Figure 1. M1 wires.
The bar under the picture is 50 um long.
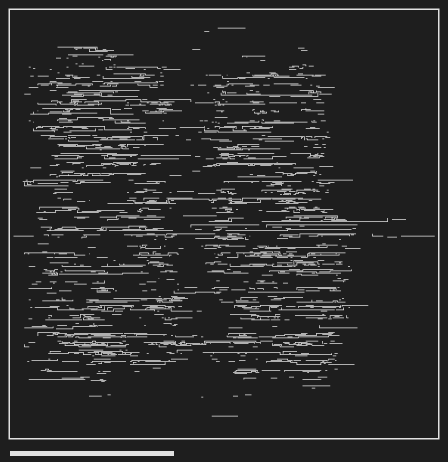
Figure 2. Local utilization.
The bar under the picture is 50 um long. 13 x 13 tiles, from black (low) to pale yellow (high), 0 to 100% covered.
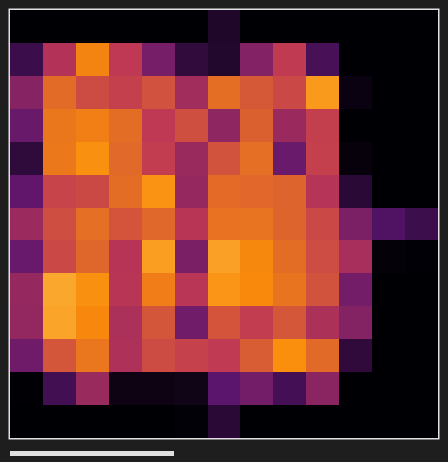
Figure 3. Signal wires on met2.
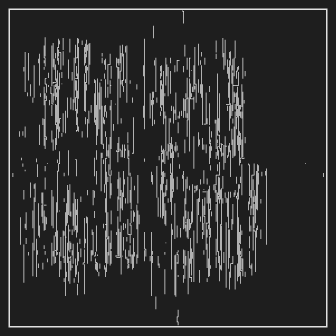
Figure 4. Track usage over the die.
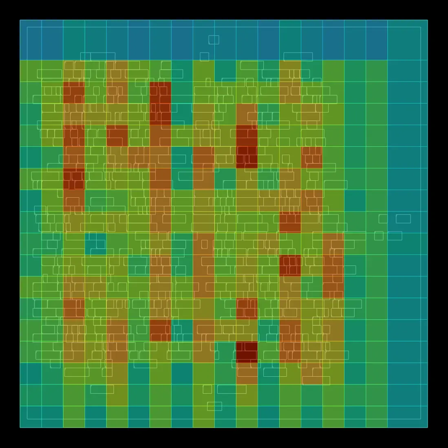
Figure 5. Wiring heat map.
The bar under the picture is 50 um long. 26 x 26 tiles, from black (low) to pale yellow (high), scaled to the fullest tile. Values are wire area over tile area, all layers added.
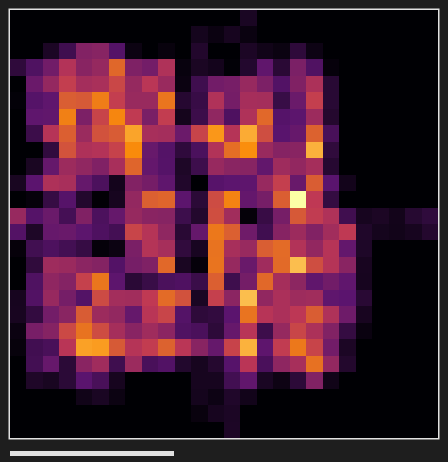
$ cat src/rtl/keep_talking_pkg.sv
// Shared types and default timing constants for the front-panel button debouncer.
// Optional long-press detection is controlled by the LONG_PRESS_EN macro in the consumers.
package keep_talking_pkg;

  typedef enum logic [1:0] {
    ST_IDLE      = 2'd0,
    ST_RISE_WAIT = 2'd1,
    ST_HELD      = 2'd2,
    ST_FALL_WAIT = 2'd3
  } deb_state_e;

  // About 24 ms and 1 s at the 27 MHz board clock.
  localparam int DEBOUNCE_CYCLES_DEF = 650000;
  localparam int LONG_CYCLES_DEF     = 27000000;

endpackage : keep_talking_pkg

$ cat src/rtl/debounce_channel.sv
// One button channel: two-flop synchronizer, debounce FSM with stability counter and,
// when LONG_PRESS_EN is defined, a saturating long-press counter.
module debounce_channel
  import keep_talking_pkg::*;
#(
  parameter int DEBOUNCE_CYCLES = DEBOUNCE_CYCLES_DEF
`ifdef LONG_PRESS_EN
  ,
  parameter int LONG_CYCLES     = LONG_CYCLES_DEF
`endif
) (
  input  logic clock,
  input  logic reset_n,
  input  logic raw_in,
`ifdef LONG_PRESS_EN
  output logic long_press,
`endif
  output logic hold
);

  localparam int               CNT_W    = $clog2(DEBOUNCE_CYCLES + 1);
  localparam logic [CNT_W-1:0] CNT_LAST = CNT_W'(DEBOUNCE_CYCLES - 1);

  logic [1:0]       sync_q, sync_d;
  logic             sync;
  deb_state_e       state_q, state_d;
  logic [CNT_W-1:0] cnt_q, cnt_d;
  logic             hold_q, hold_d;

  // raw_in is asynchronous; only the second flop is ever looked at.
  assign sync_d = {sync_q[0], raw_in};
  assign sync   = sync_q[1];

  // NOTE: non-blocking assignments make every flop sample pre-edge values, so the
  // order of statements inside a clocked block never changes the hardware.
  always_ff @(posedge clock) begin
    if (!reset_n) begin
      sync_q  <= '0;
      state_q <= ST_IDLE;
      cnt_q   <= '0;
      hold_q  <= 1'b0;
    end else begin
      sync_q  <= sync_d;
      state_q <= state_d;
      cnt_q   <= cnt_d;
      hold_q  <= hold_d;
    end
  end

  // NOTE: every variable gets a default before the case so no path can leave it
  // unassigned, which would otherwise infer a latch.
  always_comb begin
    state_d = state_q;
    cnt_d   = cnt_q;
    hold_d  = hold_q;
    case (state_q)
      ST_IDLE: begin
        hold_d = 1'b0;
        cnt_d  = '0;
        if (sync) state_d = ST_RISE_WAIT;
      end
      ST_RISE_WAIT: begin
        hold_d = 1'b0;
        if (!sync) begin
          state_d = ST_IDLE;
          cnt_d   = '0;
        end else if (cnt_q == CNT_LAST) begin
          state_d = ST_HELD;
          hold_d  = 1'b1;
          cnt_d   = '0;
        end else begin
          cnt_d = cnt_q + CNT_W'(1);
        end
      end
      ST_HELD: begin
        hold_d = 1'b1;
        cnt_d  = '0;
        if (!sync) state_d = ST_FALL_WAIT;
      end
      ST_FALL_WAIT: begin
        hold_d = 1'b1;
        if (sync) begin
          state_d = ST_HELD;
          cnt_d   = '0;
        end else if (cnt_q == CNT_LAST) begin
          state_d = ST_IDLE;
          hold_d  = 1'b0;
          cnt_d   = '0;
        end else begin
          cnt_d = cnt_q + CNT_W'(1);
        end
      end
      default: begin
        state_d = ST_IDLE;
        hold_d  = 1'b0;
        cnt_d   = '0;
      end
    endcase
  end

  assign hold = hold_q;

`ifdef LONG_PRESS_EN
  localparam int                LONG_W    = $clog2(LONG_CYCLES + 1);
  localparam logic [LONG_W-1:0] LONG_LAST = LONG_W'(LONG_CYCLES - 1);

  logic [LONG_W-1:0] long_cnt_q, long_cnt_d;
  logic              long_press_q, long_press_d;

  always_ff @(posedge clock) begin
    if (!reset_n) begin
      long_cnt_q   <= '0;
      long_press_q <= 1'b0;
    end else begin
      long_cnt_q   <= long_cnt_d;
      long_press_q <= long_press_d;
    end
  end

  // Counts only while fully held; a release that is still being debounced freezes it.
  always_comb begin
    long_cnt_d   = long_cnt_q;
    long_press_d = long_press_q;
    case (state_q)
      ST_HELD: begin
        if (long_cnt_q != LONG_LAST) long_cnt_d = long_cnt_q + LONG_W'(1);
        if (long_cnt_d == LONG_LAST) long_press_d = 1'b1;
      end
      ST_FALL_WAIT: begin
        if (state_d == ST_IDLE) begin
          long_cnt_d   = '0;
          long_press_d = 1'b0;
        end
      end
      default: begin
        long_cnt_d   = '0;
        long_press_d = 1'b0;
      end
    endcase
  end

  assign long_press = long_press_q;
`endif

endmodule : debounce_channel

$ cat src/rtl/button_debounce.sv
// Multi-channel synchronizer/debouncer for raw front-panel buttons; one independent
// debounce_channel per input. Long-press outputs exist only when LONG_PRESS_EN is defined.
module button_debounce
  import keep_talking_pkg::*;
#(
  parameter int NUM_BUTTONS     = 4,
  parameter int DEBOUNCE_CYCLES = DEBOUNCE_CYCLES_DEF
`ifdef LONG_PRESS_EN
  ,
  parameter int LONG_CYCLES     = LONG_CYCLES_DEF
`endif
) (
  input  logic                   clock,
  input  logic                   reset_n,
  input  logic [NUM_BUTTONS-1:0] raw_in,
`ifdef LONG_PRESS_EN
  output logic [NUM_BUTTONS-1:0] long_press,
`endif
  output logic [NUM_BUTTONS-1:0] hold
);

  for (genvar i = 0; i < NUM_BUTTONS; i++) begin : g_ch
    debounce_channel #(
      .DEBOUNCE_CYCLES(DEBOUNCE_CYCLES)
`ifdef LONG_PRESS_EN
      ,
      .LONG_CYCLES    (LONG_CYCLES)
`endif
    ) u_ch (
      .clock     (clock),
      .reset_n   (reset_n),
      .raw_in    (raw_in[i]),
`ifdef LONG_PRESS_EN
      .long_press(long_press[i]),
`endif
      .hold      (hold[i])
    );
  end

endmodule : button_debounce

$ cat config.mk
export PLATFORM = sky130hd
export DESIGN_NAME = button_debounce
export DESIGN_NICKNAME = d
export VERILOG_FILES = /design/src/rtl/keep_talking_pkg.sv /design/src/rtl/debounce_channel.sv /design/src/rtl/button_debounce.sv
export SDC_FILE = /design/constraint.sdc
export NUM_CORES = 1
export LEC_CHECK = 0
export CAP_MARGIN = 5
export CELL_PAD_IN_SITES_DETAIL_PLACEMENT = 0
export CELL_PAD_IN_SITES_GLOBAL_PLACEMENT = 1
export CORE_MARGIN = 2
export CORE_UTILIZATION = 27
export DETAILED_ROUTE_END_ITERATION = 7
export GPL_TIMING_DRIVEN = 0
export PLACE_DENSITY = 0.62
export SYNTH_ARGS = -nofsm -noshare
export SYNTH_HDL_FRONTEND = slang
export SYNTH_SLANG_ARGS = --single-unit
$ cat constraint.sdc
create_clock -name clock -period 1.8 [get_ports clock]
set_clock_uncertainty 0.15 [all_clocks]
set_input_delay 0.36 -clock clock [delete_from_list [all_inputs] [get_ports clock]]
set_output_delay 0.36 -clock clock [all_outputs]
set_load 0.005 [all_outputs]
==> out/summary.txt <==
hpwl dp = 5.97 mm
critical-path maximum fanout = 3
sequential area share after synthesis = 0.466
worst rel slew slack = 0.596
Final setup viols = 84
Final WS setup = -0.0772 ns
most frequent logic cell in the layout = dfxtp_1
number of setup buffers added after CTS = 19
tap cells = 216
final period utilization = 1.04
FILL cells = 1555
Die Y = 130 um
Num CTS Buffers = 9
status = complete, but fails checks
RSZ-0062 raised after global routing = true
failing checks = negative setup slack
MI comb area = 2770 um2
largest cell class by area = combinational gates
DIE AREA = 16900 um2
first-pass GRT wire length = 15.9 mm
Max VDD drop = 0.000558 V
top area contributor share = 0.466
EDFF count, synth = 0
HP Class = flip-flop to flip-flop
About Figure 1:
longest straight run: 38.2 um
share of all routed wire: 48%
wire length on this layer: 4760 um
main direction: horizontal
DR vias: 3613
routed wire length: 9.98 mm
met1 usage: 0.150

About Figure 2:
densest ninth of the die: centre
tiles over 75% full: 5.9%
emptiest ninth of the die: upper right
nearly empty tiles: 29%
fullest tile: 81%
mean over tiles: 35%
Init Core Util: 0.273
core outline area: 15700 um2
Finished Core Util: 0.392

About Figure 3:
share of all routed wire: 48%
wire length on this layer: 4800 um
nets with wire on the layer: 481
main direction: vertical
GRT met2 Usage: 0.190

About Figure 4:
GR peak layer: met2
drt wl/cell: 13.1 um

About Figure 5:
mean over tiles: 0.091
emptiest ninth of the die: upper right
tiles over half the peak: 12%
nearly empty tiles: 36%
fullest tile: 0.43
GRT Util Overall: 0.119

-- synthesized netlist by cell type, drive strengths merged (10+ instances only) --
cell type,n
nand4,27
and4,11
a21oi,29
clkbuf,10
inv,16
nand2,25
or4,10
and2,10
xnor2,21
o21ai,14
nor2,67
dfxtp,100
buf,10
nand3,29
or3,14
xor2,34
nor4,10
-- state kept, by name (all words and copies together) (netlist names), named ones only --
signal             flops
g_ch.u_ch.cnt_q       80
g_ch.u_ch.hold         4
g_ch.u_ch.state_q      4
g_ch.u_ch.sync_q       8
-- cells by family after synthesis --
group,after synthesis,share of synthesized area
compound gates,60,0.0813
xor+xnor,55,0.112
fa+ha+maj,4,0.0117
buf+inv,36,0.0367
flops,100,0.466
simple gates,228,0.292
-- metrics by stage --
step / total power [mW] / hold WS, ns
2_1_floorplan: 2.30 / 0.262
3_3_place_gp: 2.31 / 0.275
3_5_place_dp: 2.31 / 0.280
4_1_cts: 4.32 / 0.283
5_1_grt: 4.43 / 0.318
6_report: 4.26 / 0.292
-- final timing paths --
| path | endpoint | depth (start not counted) | slack, ns | startpoint |
|---|---|---|---|---|
| worst max-delay path | g_ch[1].u_ch.hold | 4 | -0.08 | g_ch[1].u_ch.cnt_q[4] |
| worst min-delay path | g_ch[0].u_ch.sync_q[1] | 1 | 0.29 | g_ch[0].u_ch.sync_q[0] |
| worst max register to register | g_ch[1].u_ch.hold | 4 | -0.08 | g_ch[1].u_ch.cnt_q[4] |
| worst min register to register | g_ch[0].u_ch.sync_q[1] | 1 | 0.29 | g_ch[0].u_ch.sync_q[0] |
-- power by group --
part / switching, mW / internal (mW)
sequential: 0.00703 / 2.20
combinational: 0.0242 / 0.0205
clock: 0.910 / 1.10
Power is estimated from default activity; no workload was simulated.
